File: config.mk
export PLATFORM = sky130hd
export DESIGN_NAME = stream_fifo
export DESIGN_NICKNAME = d
export VERILOG_FILES = /design/src/rtl/stream_fifo_mem.sv /design/src/rtl/stream_fifo.sv
export SDC_FILE = /design/constraint.sdc
export NUM_CORES = 1
export LEC_CHECK = 0
export CAP_MARGIN = 10
export CORE_ASPECT_RATIO = 1.2
export CORE_MARGIN = 4
export CORE_UTILIZATION = 57
export CTS_CLUSTER_SIZE = 10
export DETAILED_ROUTE_END_ITERATION = 16
export GPL_ROUTABILITY_DRIVEN = 1
export GPL_TIMING_DRIVEN = 0
export PLACE_DENSITY = 0.8
export RECOVER_POWER = 25
export SLEW_MARGIN = 5
export SYNTH_ARGS = -nofsm -noshare
export SYNTH_HDL_FRONTEND = slang
export SYNTH_HIERARCHICAL = 1
export SYNTH_SLANG_ARGS = --single-unit
File: constraint.sdc
create_clock -name clk_i -period 8.1 [get_ports clk_i]
set_input_delay 1.62 -clock clk_i [delete_from_list [all_inputs] [get_ports clk_i]]
set_output_delay 1.62 -clock clk_i [all_outputs]
set_load 0.005 [all_outputs]
File: src/rtl/stream_fifo_mem.sv
// Register-array storage for stream_fifo: Depth entries of payload_t,
// one synchronous write port and an asynchronous read by index.
// Contents are deliberately not reset.
// Ports:
//   clk    - clock, rising edge
//   we     - write enable
//   waddr  - write index
//   wdata  - write data
//   raddr  - read index
//   rdata  - read data (combinational from raddr)
module stream_fifo_mem #(
    parameter int unsigned Depth     = 8,
    parameter type         payload_t = logic,
    parameter int unsigned AddrWidth = (Depth > 1) ? $clog2(Depth) : 1
) (
    input  logic                 clk,
    input  logic                 we,
    input  logic [AddrWidth-1:0] waddr,
    input  payload_t             wdata,
    input  logic [AddrWidth-1:0] raddr,
    output payload_t             rdata
);

    payload_t mem_q [Depth];

    // Write port; no reset on storage.
    always_ff @(posedge clk) begin
        if (we) begin
            mem_q[waddr] <= wdata;
        end
    end

    // Asynchronous read.
    assign rdata = mem_q[raddr];

endmodule

File: src/rtl/stream_fifo.sv
// Valid/ready FIFO decoupling buffer with optional fall-through when empty.
// Ports:
//   clk_i, rst_ni        - clock (rising edge), async active-low reset
//   flush_i              - synchronous clear of all stored entries
//   payload_i, valid_i   - upstream data/valid
//   ready_o              - upstream ready (high whenever not full)
//   payload_o, valid_o   - downstream data/valid
//   ready_i              - downstream ready
//   usage_o              - number of stored entries
module stream_fifo #(
    parameter bit          FallThrough = 1'b0,
    parameter int unsigned Depth       = 8,
    parameter type         payload_t   = logic,
    parameter int unsigned UsageWidth  = $clog2(Depth + 1)
) (
    input  logic                  clk_i,
    input  logic                  rst_ni,
    input  logic                  flush_i,
    input  payload_t              payload_i,
    input  logic                  valid_i,
    output logic                  ready_o,
    output payload_t              payload_o,
    output logic                  valid_o,
    input  logic                  ready_i,
    output logic [UsageWidth-1:0] usage_o
);

    localparam int unsigned         PtrWidth  = (Depth > 1) ? $clog2(Depth) : 1;
    localparam logic [PtrWidth-1:0] LastIdx   = PtrWidth'(Depth - 1);
    localparam logic [UsageWidth-1:0] FullCount = UsageWidth'(Depth);

    // Zero-entry FIFO is meaningless; stop at elaboration.
    if (Depth == 0) begin : g_depth_check
        $fatal(1, "stream_fifo: Depth must be >= 1");
    end

    logic [PtrWidth-1:0]   rd_ptr_q;
    logic [PtrWidth-1:0]   wr_ptr_q;
    logic [UsageWidth-1:0] usage_q;
    logic                  empty;
    logic                  full;
    logic                  bypass;
    logic                  push;
    logic                  pop;
    logic                  write_en;
    logic                  read_en;
    payload_t              mem_rdata;

    assign empty  = (usage_q == '0);
    assign full   = (usage_q == FullCount);
    assign bypass = FallThrough && empty;

    // Handshake; ready_o depends only on state, never on ready_i.
    assign ready_o   = !full;
    assign valid_o   = bypass ? valid_i : !empty;
    assign payload_o = bypass ? payload_i : mem_rdata;
    assign push      = valid_i && ready_o;
    assign pop       = valid_o && ready_i;

    // A bypassed item that is consumed in the same cycle is never stored;
    // a flush discards any concurrent push or pop.
    assign write_en = push && !(bypass && ready_i) && !flush_i;
    assign read_en  = pop && !bypass && !flush_i;

    assign usage_o = usage_q;

    // Pointers and occupancy; wrap is an explicit compare (no 2^n assumption).
    always_ff @(posedge clk_i or negedge rst_ni) begin
        if (!rst_ni) begin
            rd_ptr_q <= '0;
            wr_ptr_q <= '0;
            usage_q  <= '0;
        end else if (flush_i) begin
            rd_ptr_q <= '0;
            wr_ptr_q <= '0;
            usage_q  <= '0;
        end else begin
            if (write_en) begin
                wr_ptr_q <= (wr_ptr_q == LastIdx) ? '0 : wr_ptr_q + PtrWidth'(1);
            end
            if (read_en) begin
                rd_ptr_q <= (rd_ptr_q == LastIdx) ? '0 : rd_ptr_q + PtrWidth'(1);
            end
            case ({write_en, read_en})
                2'b10:   usage_q <= usage_q + UsageWidth'(1);
                2'b01:   usage_q <= usage_q - UsageWidth'(1);
                default: usage_q <= usage_q;
            endcase
        end
    end

    stream_fifo_mem #(
        .Depth     (Depth),
        .payload_t (payload_t),
        .AddrWidth (PtrWidth)
    ) u_mem (
        .clk   (clk_i),
        .we    (write_en),
        .waddr (wr_ptr_q),
        .wdata (payload_i),
        .raddr (rd_ptr_q),
        .rdata (mem_rdata)
    );

`ifndef SYNTHESIS
    a_no_push_full: assert property (@(posedge clk_i) disable iff (!rst_ni)
        !(write_en && full))
        else $error("stream_fifo: write while full");

    a_no_pop_empty: assert property (@(posedge clk_i) disable iff (!rst_ni)
        !(read_en && empty))
        else $error("stream_fifo: read while empty");

    a_usage_bound: assert property (@(posedge clk_i) disable iff (!rst_ni)
        usage_q <= FullCount)
        else $error("stream_fifo: usage above depth");
`endif

endmodule
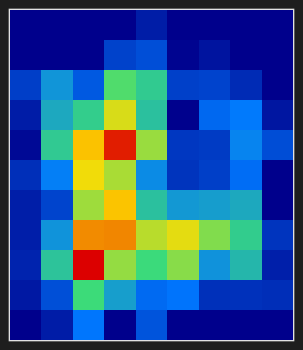
Figure 1: run 1, routed metal per tile.
(6 px per µm) The die is cut into 9 by 11 equal tiles; dark blue is low, red is high, scaled to the fullest tile. Values are wire area over tile area, all layers added.
fullest tile	0.43
nearly empty tiles	25%
tiles over half the peak	17%
gr usage total: 17.7%
final WL: 1820 µm
via count: 755
WL/cell: 14.7 µm

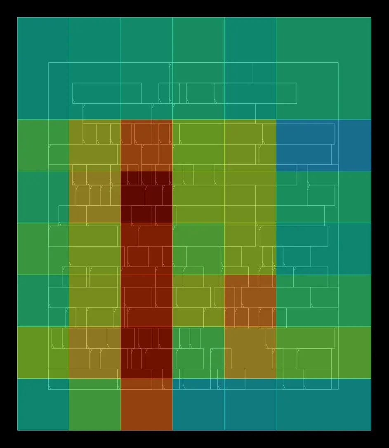
Figure 2: run 1, track usage over the die.
M3 GR Usage: 1.94%
busiest grt layer: met2
met1 Use GR: 20.5%
Final Core Density: 71.8%

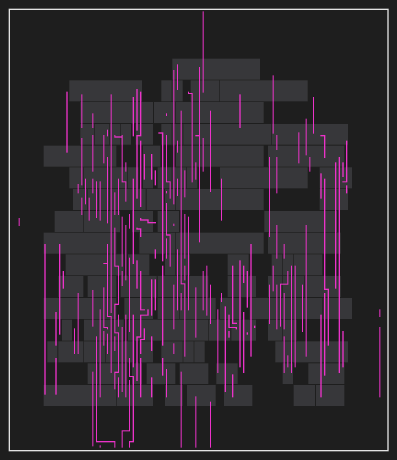
Figure 3: run 1, signal wires on met2.
(8 px per µm) Cells faint in the background.
nets with wire on the layer	108
wire length on this layer	978 µm
main direction	vertical
share of all routed wire	54%
M2 GR Usage: 31.2%

==> impl_metrics.json, run 1 <==
{
  "antenna_found_initial": 0,
  "gr-total-overflow": 0,
  "coreArea_mm2": 0.00168,
  "post_cts_buffers": 0,
  "synthArstFlopShare_pct": 55.6,
  "relSlewSlack_pct": 66.3,
  "crit_required_ps": 8280,
  "boundaryPins": 13,
  "portBuffers": 11,
  "yosys-top-cells-area": "dfrtp_1 (24%), edfxtp_1 (23%), ha_1 (7.2%)",
  "grt_pass1_vias": 741,
  "netlist_area_mm2": 0.00105,
  "cts.path.max_buffers": 2,
  "synthDistinctLibCells": 29,
  "rrSetupSlack_ps": 5230,
  "clock_skew_ps": 6.09,
  "path_cells": "clkdlybuf4s50_1 -> o41ai_4 -> a211oi_1 -> ha_1 -> and3_2 -> o211ai_1 -> mux2i_1 -> o211ai_1",
  "finalSetupViolCount": 0,
  "pwr-share-comb_pct": 43.3,
  "synth_cells": 91,
  "rsz0062_at_grt": "false",
  "edf_count": 8,
  "swShare_pct": 35.7,
  "crit_slowest_cell": "clkdlybuf4s50_1",
  "fin_crit_sh_pct": 46.5,
  "grt_max_degree": 11,
  "crit_end": "usage_o[3]",
  "synth_top_area_share_pct": 23.9,
  "die_area_mm2": 0.00259,
  "fp-row-count": 16,
  "outcome": "completed",
  "htreeDepth": 1,
  "crit_start": "ready_i",
  "cts.sinks": 18,
  "reg2reg_depth": 8,
  "top_area_cell": "dfrtp_1",
  "fillers": 125,
  "cts_root_buffer": "clkbuf_4",
  "yosys_cells": 91,
  "die_y_um": 55.0,
  "p_leak_nw": 0.503,
  "die_w_um": 47.2,
  "synthMostInstantiatedCell": "nor2_1",
  "dpl.hpwl_um": 1370,
  "cp_data_arrival_time_ps": 3950,
  "drt_pass1_iterations": 5,
  "finalHoldViolCount": 0,
  "drive_gt1_share_pct": 9.43,
  "cap_violations": 0,
  "hp-class": "reg -> reg",
  "seq_power_share_pct": 42.4,
  "via_per_inst": 6.09,
  "warnings": 26,
  "max_stage_delay_ps": 620,
  "dp.cells": 120,
  "end_kind": "register",
  "path_clk_slew_ps": 100,
  "reg2reg_from": "usage_o[0]",
  "common_cells": "nor2_1 (14), dfrtp_1 (10), edfxtp_1 (8)",
  "place.gp.congestion": 0.745,
  "min_period_ps": 3770,
  "cts_resized": 0,
  "synth_seq_share_pct": 46.8,
  "crit_path_start_kind": "input port",
  "max-vdd-ir-drop_mv": 0.229,
  "drv_slew": 0,
  "ys_ff": 18,
  "r2r-end": "usage_o[3]",
  "clockPowerShare_pct": 14.3,
  "post_synth.cell_area_avg_um2": 11.5,
  "final_nets": 120
}
-- run 1: final cells by class --
| cell class | instances | area, µm² | area share [%] |
|---|---|---|---|
| clock buffers | 3 | 22.5 | 1.87 |
| clock inverters | 1 | 3.75 | 0.311 |
| repair buffers | 11 | 110 | 9.12 |
| well taps | 18 | 22.5 | 1.87 |
| multi-input cells | 69 | 538 | 44.6 |
| plain buffers | 4 | 20.0 | 1.66 |
| flip-flops and latches | 18 | 490 | 40.6 |
-- run 1: state kept, by name, indices dropped and copies added, names as in the netlist --
| signal | count |
|---|---|
| u_mem/mem_q | 8 |
| usage_o | 4 |
| rd_ptr_q | 3 |
| wr_ptr_q | 3 |
-- run 1: critical path: cells and delay by family --
| kind | cells | cell delay, ps |
|---|---|---|
| AOI/OAI and AO/OA | 4 | 940 |
| muxes | 1 | 210 |
| buffers and inverters | 1 | 620 |
| adders and majority gates | 1 | 360 |
| and+or+nand+nor | 1 | 210 |
-- run 1: kinds of logic (layout without fill, tap and decap cells) --
kind of cell	after synthesis	after routing	share of synthesized area, %
AOI/OAI and AO/OA	14	14	11.9
xor gates and xnor gates	2	2	1.67
adders and majority gates	7	7	9.07
buffers and inverters	4	19	1.91
DFF	18	18	46.8
muxes	7	7	9.90
and+or+nand+nor	39	39	18.7
-- run 1: worst min-delay path by stage --
stage | to | from | slack (ps)
2_1_floorplan | rd_ptr_q[1] | rd_ptr_q[1] | 520
6_report | wr_ptr_q[2] | wr_ptr_q[2] | 580
4_1_cts | wr_ptr_q[2] | wr_ptr_q[2] | 580
5_1_grt | wr_ptr_q[2] | wr_ptr_q[2] | 620
3_5_place_dp | wr_ptr_q[2] | wr_ptr_q[2] | 560
3_3_place_gp | wr_ptr_q[2] | wr_ptr_q[2] | 550
-- run 1: cells in the final DEF (no fill, tap or decap), drive strengths merged, types with 2 or more instances in the layout --
cell type	count
nand2b	4
buf	2
nor3b	3
clkbuf	5
o211ai	2
clkdlybuf4s50	10
edfxtp	8
dfrtp	10
nand2	7
mux2i	4
a21oi	5
nor2	14
nor3	5
mux4	2
xnor2	2
a211oi	4
ha	6
-- run 1: layer usage --
metal	global-route usage, %	wire length (µm)
met3	1.94	36
met1	20.5	762
met2	31.2	977
met5	0	0
met4	9.68	43
-- run 1: per-stage QoR --
| stage | instance area, µm² | hold slack [ps] | power, mW | worst slack (ps) |
|---|---|---|---|---|
| 3_5_place_dp | 1180 | 564 | 0.277 | 4000 |
| 4_1_cts | 1210 | 578 | 0.325 | 4330 |
| 6_report | 1210 | 579 | 0.321 | 4330 |
| 5_1_grt | 1210 | 620 | 0.348 | 4180 |
| 2_1_floorplan | 1050 | 518 | 0.222 | 4800 |
| 3_3_place_gp | 1180 | 546 | 0.272 | 4040 |
-- run 1: power groups by stage --
stage	Clock (mW)	Sequential (mW)	Combinational, mW
floorplan	0	0.133	0.0886
global placement	0	0.137	0.135
detailed placement	0	0.138	0.139
CTS	0.0490	0.136	0.140
global route	0.0523	0.139	0.157
finish	0.0460	0.136	0.139
==> run 2: changes to the inputs <==
CORE_UTILIZATION = 53   (was 57)
PLACE_DENSITY = 0.75   (was 0.8)
clock period = 3.68 ns   (was 8.1 ns; I/O delays follow)
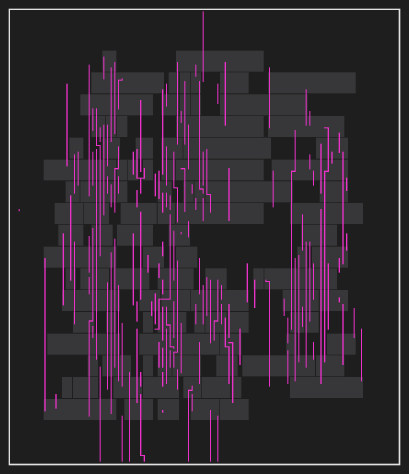
Figure 4: run 2, signal wires on met2.
(8 px per µm) Cells faint in the background.
main direction	vertical
share of all routed wire	51%
nets with wire on the layer	97
longest straight run	26.2 µm
M2 GR Usage: 26.5%
via count: 737

==> impl_metrics.json, run 2 <==
{
  "finalSetupViolCount": 0,
  "finalHoldViolCount": 0,
  "fp-row-count": 17,
  "cp_data_arrival_time_ps": 3090,
  "layout_top_cells": "nor2_1 (14), clkdlybuf4s50_1 (10), dfrtp_1 (10)",
  "via_per_inst": 5.90,
  "fillers": 156,
  "post_cts_buffers": 0,
  "warnings": 26,
  "yosys_cells": 91,
  "synthArstFlopShare_pct": 55.6,
  "drive_gt1_share_pct": 9.43,
  "boundaryPins": 13,
  "track_usage_pct": 15.1,
  "relSlewSlack_pct": 65.5,
  "ys_ff": 18,
  "portBuffers": 11,
  "largest_register": "u_mem/mem_q",
  "cts.path.max_buffers": 2,
  "dpl.hpwl_um": 1380,
  "max-vdd-ir-drop_mv": 0.568,
  "grt_pass1_vias": 752,
  "drv_slew": 0,
  "edf_count": 8,
  "min_period_ps": 2900,
  "die_area_mm2": 0.00276,
  "end_kind": "register",
  "place.gp.congestion": 0.785,
  "routedWlPerCell_um": 14.7,
  "die_w_um": 48.6,
  "fin_area_mm2": 0.00121,
  "cts_resized": 0,
  "crit_required_ps": 3870,
  "hp-class": "reg -> reg",
  "rrSetupSlack_ps": 800,
  "final_nets": 120,
  "drt_pass1_iterations": 4,
  "path_clk_slew_ps": 110,
  "cts.sinks": 18,
  "rsz0062_at_grt": "false",
  "common_cells": "nor2_1 (14), dfrtp_1 (10), edfxtp_1 (8)",
  "synthDistinctLibCells": 29,
  "gr-total-overflow": 0,
  "top_area_cell": "dfrtp_1",
  "cap_violations": 0,
  "synth_cells": 91,
  "synth_seq_share_pct": 46.8,
  "placed_cell_area_mm2": 0.00118,
  "grt_max_degree": 11,
  "clock_skew_ps": 9.06,
  "die_y_um": 56.7,
  "lay_top_count": "nor2_1",
  "netlist_area_mm2": 0.00105,
  "outcome": "completed",
  "post_synth.cell_area_avg_um2": 11.5,
  "largest_reg_flops": 8,
  "synth_top_area_share_pct": 23.9,
  "clk_latency_ps": 300,
  "antenna_found_initial": 0,
  "synthMostInstantiatedCell": "nor2_1",
  "crit_path_start_kind": "input port"
}
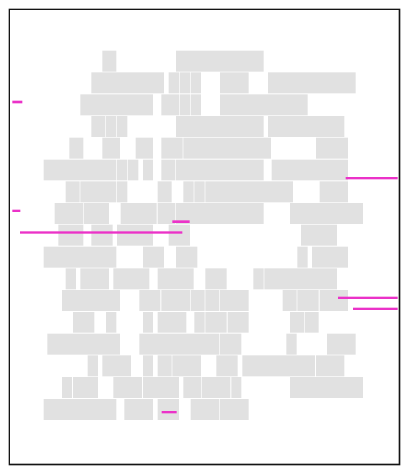
Figure 5: run 2, metal 3.
(8 px per µm) Cells faint in the background.
share of all routed wire	2.4%
wire length on this layer	43.5 µm
nets with wire on the layer	6
final WL: 1840 µm
M3 GR Usage: 2.65%

## run 2: cell counts in the layout (fill, tap and decap cells not counted)
Identical to the previous run, type by type.
## run 2: stage by stage
| step | hold WS [ps] | power [mW] | std cells | util [%] | worst slack [ps] |
|---|---|---|---|---|---|
| CTS | 574 | 0.714 | 125 | 65.3 | 768 |
| detailed placement | 559 | 0.608 | 121 | 63.9 | 441 |
| global route | 642 | 0.762 | 125 | 65.3 | 580 |
| finish | 580 | 0.707 | 125 | 65.3 | 777 |
| floorplan | 440 | 0.489 | 91 | - | 1010 |
| global placement | 547 | 0.601 | 121 | 63.9 | 505 |
## run 2: kinds of logic after synthesis
| kind of cell | count (synthesis) | share of synthesized area (%) |
|---|---|---|
| XOR/XNOR | 2 | 1.67 |
| flip-flops | 18 | 46.8 |
| adder cells (fa/ha/maj) | 7 | 9.07 |
| buffers and inverters | 4 | 1.91 |
| multiplexers | 7 | 9.90 |
| AND-OR/OR-AND | 14 | 11.9 |
| AND/OR/NAND/NOR | 39 | 18.7 |
## run 2: worst paths after layout
kind                                  start     endpoint  depth (start not counted)
worst max register to register   usage_o[0]   usage_o[3]                          8
worst min-delay path            wr_ptr_q[2]  wr_ptr_q[2]                          2
worst max-delay path                ready_i   usage_o[3]                          8
min in group asynchronous            rst_ni  rd_ptr_q[1]                          1
worst min register to register  wr_ptr_q[2]  wr_ptr_q[2]                          2
max in group asynchronous            rst_ni  wr_ptr_q[0]                          1
## run 2: report_power, final
group,total [mW],internal [mW],switching [mW]
registers,0.299,0.240,0.0595
logic,0.303,0.175,0.128
clock network,0.104,0.0396,0.0646
## run 2: critical path: stages
cell,delay [ps]
clkdlybuf4s50_1,620
o41ai_4,190
a211oi_1,450
ha_1,360
and3_2,210
o211ai_1,220
mux2i_1,210
o211ai_1,100
## run 2: final cells by class
type                            count  area [µm²]  share of cell area (%)
Multi-Input combinational cell     69         538                    44.5
Clock inverter                      1        3.75                   0.311
Sequential cell                    18         490                    40.6
Buffer                              4        20.0                    1.66
Clock buffer                        3        22.5                    1.86
Tap cell                           19        23.8                    1.97
Timing Repair Buffer               11         110                    9.11
## run 2: routing by layer
metal,global-route usage [%],part of all wire (%)
met1,17.1,44
met2,26.5,51
met3,2.65,2.3
met4,8.08,2.2
met5,0,0
==> run 3: changes to the inputs <==
CORE_UTILIZATION = 48   (was 53)
PLACE_DENSITY = 0.71   (was 0.75)
clock period = 2.52 ns   (was 3.68 ns; I/O delays follow)
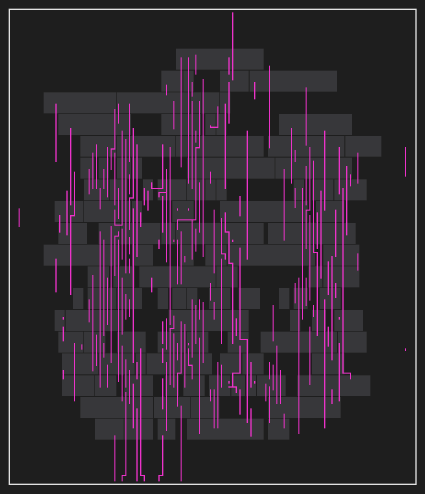
Figure 6: run 3, signal wires on met2.
(8 px per µm) Cells faint in the background.
nets with wire on the layer	109
main direction	vertical
share of all routed wire	53%
final WL: 2100 µm
via count: 795

==> impl_metrics.json, run 3 <==
{
  "via_per_inst": 5.48,
  "drv_slew": 0,
  "place.gp.congestion": 0.765,
  "clk_latency_ps": 290,
  "finalHoldViolCount": 0,
  "cp_max_fo": 3,
  "clock_skew_ps": 12.3,
  "path_clk_slew_ps": 110,
  "hp-class": "reg -> reg",
  "htreeDepth": 1,
  "drive_gt1_share_pct": 24.3,
  "fin_crit_sh_pct": 99.3,
  "lay_top_count": "nor2_1",
  "min_to": "wr_ptr_q[2]",
  "r2r-end": "usage_o[3]",
  "cap_violations": 0,
  "grt_pass1_vias": 788,
  "die_area_mm2": 0.00300,
  "stdcell_count": 145,
  "grt_max_degree": 11,
  "boundaryPins": 13,
  "min_period_ps": 2500,
  "antenna_found_initial": 0,
  "reg2reg_from": "usage_o[0]",
  "dpl.hpwl_um": 1400,
  "warnings": 28,
  "die_y_um": 59.2,
  "cp_data_arrival_time_ps": 2680,
  "top_area_cell": "dfrtp_1",
  "yosys_cells": 91,
  "rsz0062_at_grt": "true",
  "cts_root_buffer": "clkbuf_4",
  "layout_top_cells": "nor2_1 (14), buf_4 (10), clkdlybuf4s50_1 (8), edfxtp_1 (8), nand2_1 (7)",
  "end_kind": "register",
  "synth_seq_share_pct": 46.8,
  "holdPathStages": 2,
  "rrSetupSlack_ps": 20,
  "post_synth.cell_area_avg_um2": 11.5,
  "max-vdd-ir-drop_mv": 0.606,
  "cts.path.max_buffers": 2,
  "crit_path_start_kind": "register",
  "max_freq_mhz": 400,
  "reg2reg_depth": 7,
  "relSlewSlack_pct": 66.0,
  "total_power_mw": 1.19,
  "synth_top_area_share_pct": 23.9,
  "p_leak_nw": 0.574,
  "die_w_um": 50.7,
  "synth_cells": 91,
  "common_cells": "nor2_1 (14), dfrtp_1 (10), edfxtp_1 (8)",
  "synthArstFlopShare_pct": 55.6,
  "outcome": "completed",
  "fp-row-count": 18,
  "final_nets": 129,
  "largest_reg_flops": 8,
  "crit_required_ps": 2700,
  "drt_pass1_iterations": 4,
  "yosys-top-cells-area": "dfrtp_1 (24%), edfxtp_1 (23%), ha_1 (7.2%)",
  "largest_register": "u_mem/mem_q",
  "synthMostInstantiatedCell": "nor2_1",
  "hold_path.startpoint": "wr_ptr_q[2]",
  "track_usage_pct": 16.2,
  "num_antenna_cells": 0,
  "synthDistinctLibCells": 29,
  "ys_ff": 18
}
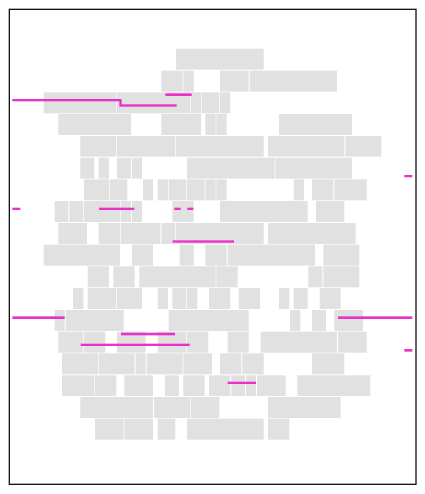
Figure 7: run 3, metal 3.
(8 px per µm) Cells faint in the background.
share of all routed wire	3.6%
longest straight run	13.3 µm
wire length on this layer	76.1 µm
M3 GR Usage: 3.27%

-- run 3: critical path: stages, from the launching register on --
cell and delay [ps]:
dfrtp_2 420, or4b_4 560, a211oi_4 340, ha_1 290
and3_4 150, o211ai_1 290, mux2i_1 230, o211ai_1 100
-- run 3: per-stage QoR --
step                setup slack (ps)  util (%)  area, µm²  hold WS [ps]  TNS (ps)
detailed placement              -387      58.0       1200           577      -387
floorplan                       19.1         -       1050           208         0
finish                          17.2      65.2       1350           589         0
global route                   -78.7      65.2       1350           620     -78.7
CTS                            -8.94      64.3       1330           549     -8.94
global placement                -332      58.0       1200           549      -332
-- run 3: layout make-up --
class                   instances  area, µm²
clock buffers                   4       36.3
plain buffers                   3       20.0
fillers                       179        722
repair buffers                 21        190
flip-flops and latches         18        495
multi-input cells              69        571
well taps                      30       37.5
-- run 3: timing repair --
item                       4_1_cts  5_1_grt
pin swaps                        7        5
gates resized                   10        4
buffers inserted                 7        3
setup endpoints to repair        2        3
cloned                           0        0
-- run 3: cell families after synthesis --
| kind of cell | synth area share [%] |
|---|---|
| simple gates | 18.7 |
| flops | 46.8 |
| compound gates | 11.9 |
| mux | 9.90 |
| fa+ha+maj | 9.07 |
| buf+inv | 1.91 |
| xor+xnor | 1.67 |
-- run 3: worst max path at each step --
| stage | slack (ps) | start | end | cells after the start |
|---|---|---|---|---|
| after global routing | -80 | usage_o[0] | usage_o[3] | 7 |
| after detailed placement | -390 | ready_i | usage_o[3] | 8 |
| after floorplan | 20 | usage_o[2] | usage_o[3] | 8 |
| final | 20 | usage_o[0] | usage_o[3] | 7 |
| after CTS | -9 | usage_o[1] | usage_o[3] | 8 |
| after global placement | -330 | ready_i | usage_o[3] | 8 |
-- run 3: layer usage --
metal | vias up | part of all wire (%) | track usage [%]
li1 | 385 | - | -
met4 | 0 | 1.3 | 6.92
met5 | - | 0 | 0
met2 | 18 | 53 | 27.4
met1 | 388 | 42 | 20.0
met3 | 4 | 3.6 | 3.27
-- run 3: where the power goes --
| group | internal [mW] | switching (mW) | leakage [nW] |
|---|---|---|---|
| Combinational | 0.338 | 0.280 | 0.351 |
| Clock | 0.0881 | 0.0872 | 0.0210 |
| Sequential | 0.356 | 0.0388 | 0.201 |
| Total | 0.781 | 0.406 | 0.574 |

==> notes/layouts.md <==
Pictures saved along the way, in no particular order.

Pin map.
(8 px per µm) Pins as bars across the die edge, other pins in gray.
panel A
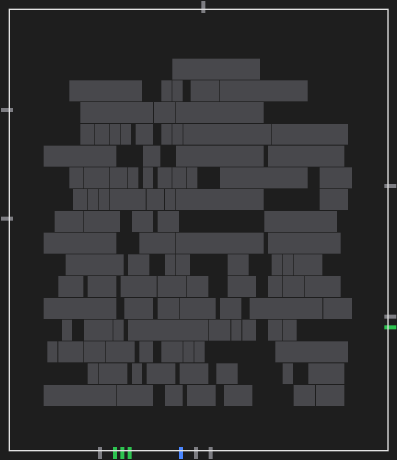
panel B
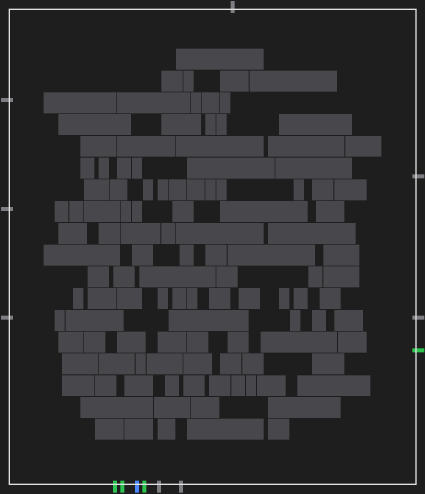
Panel B is run 3.
Panel A is run 1.
- largest die: panel B

Key to panel B:
color	port	pins	direction	edge
green	usage_o	4	output	3 south, 1 east
blue	ready_i	1	input	south

Power figures rest on the tool's default switching activity, not on a simulated workload.
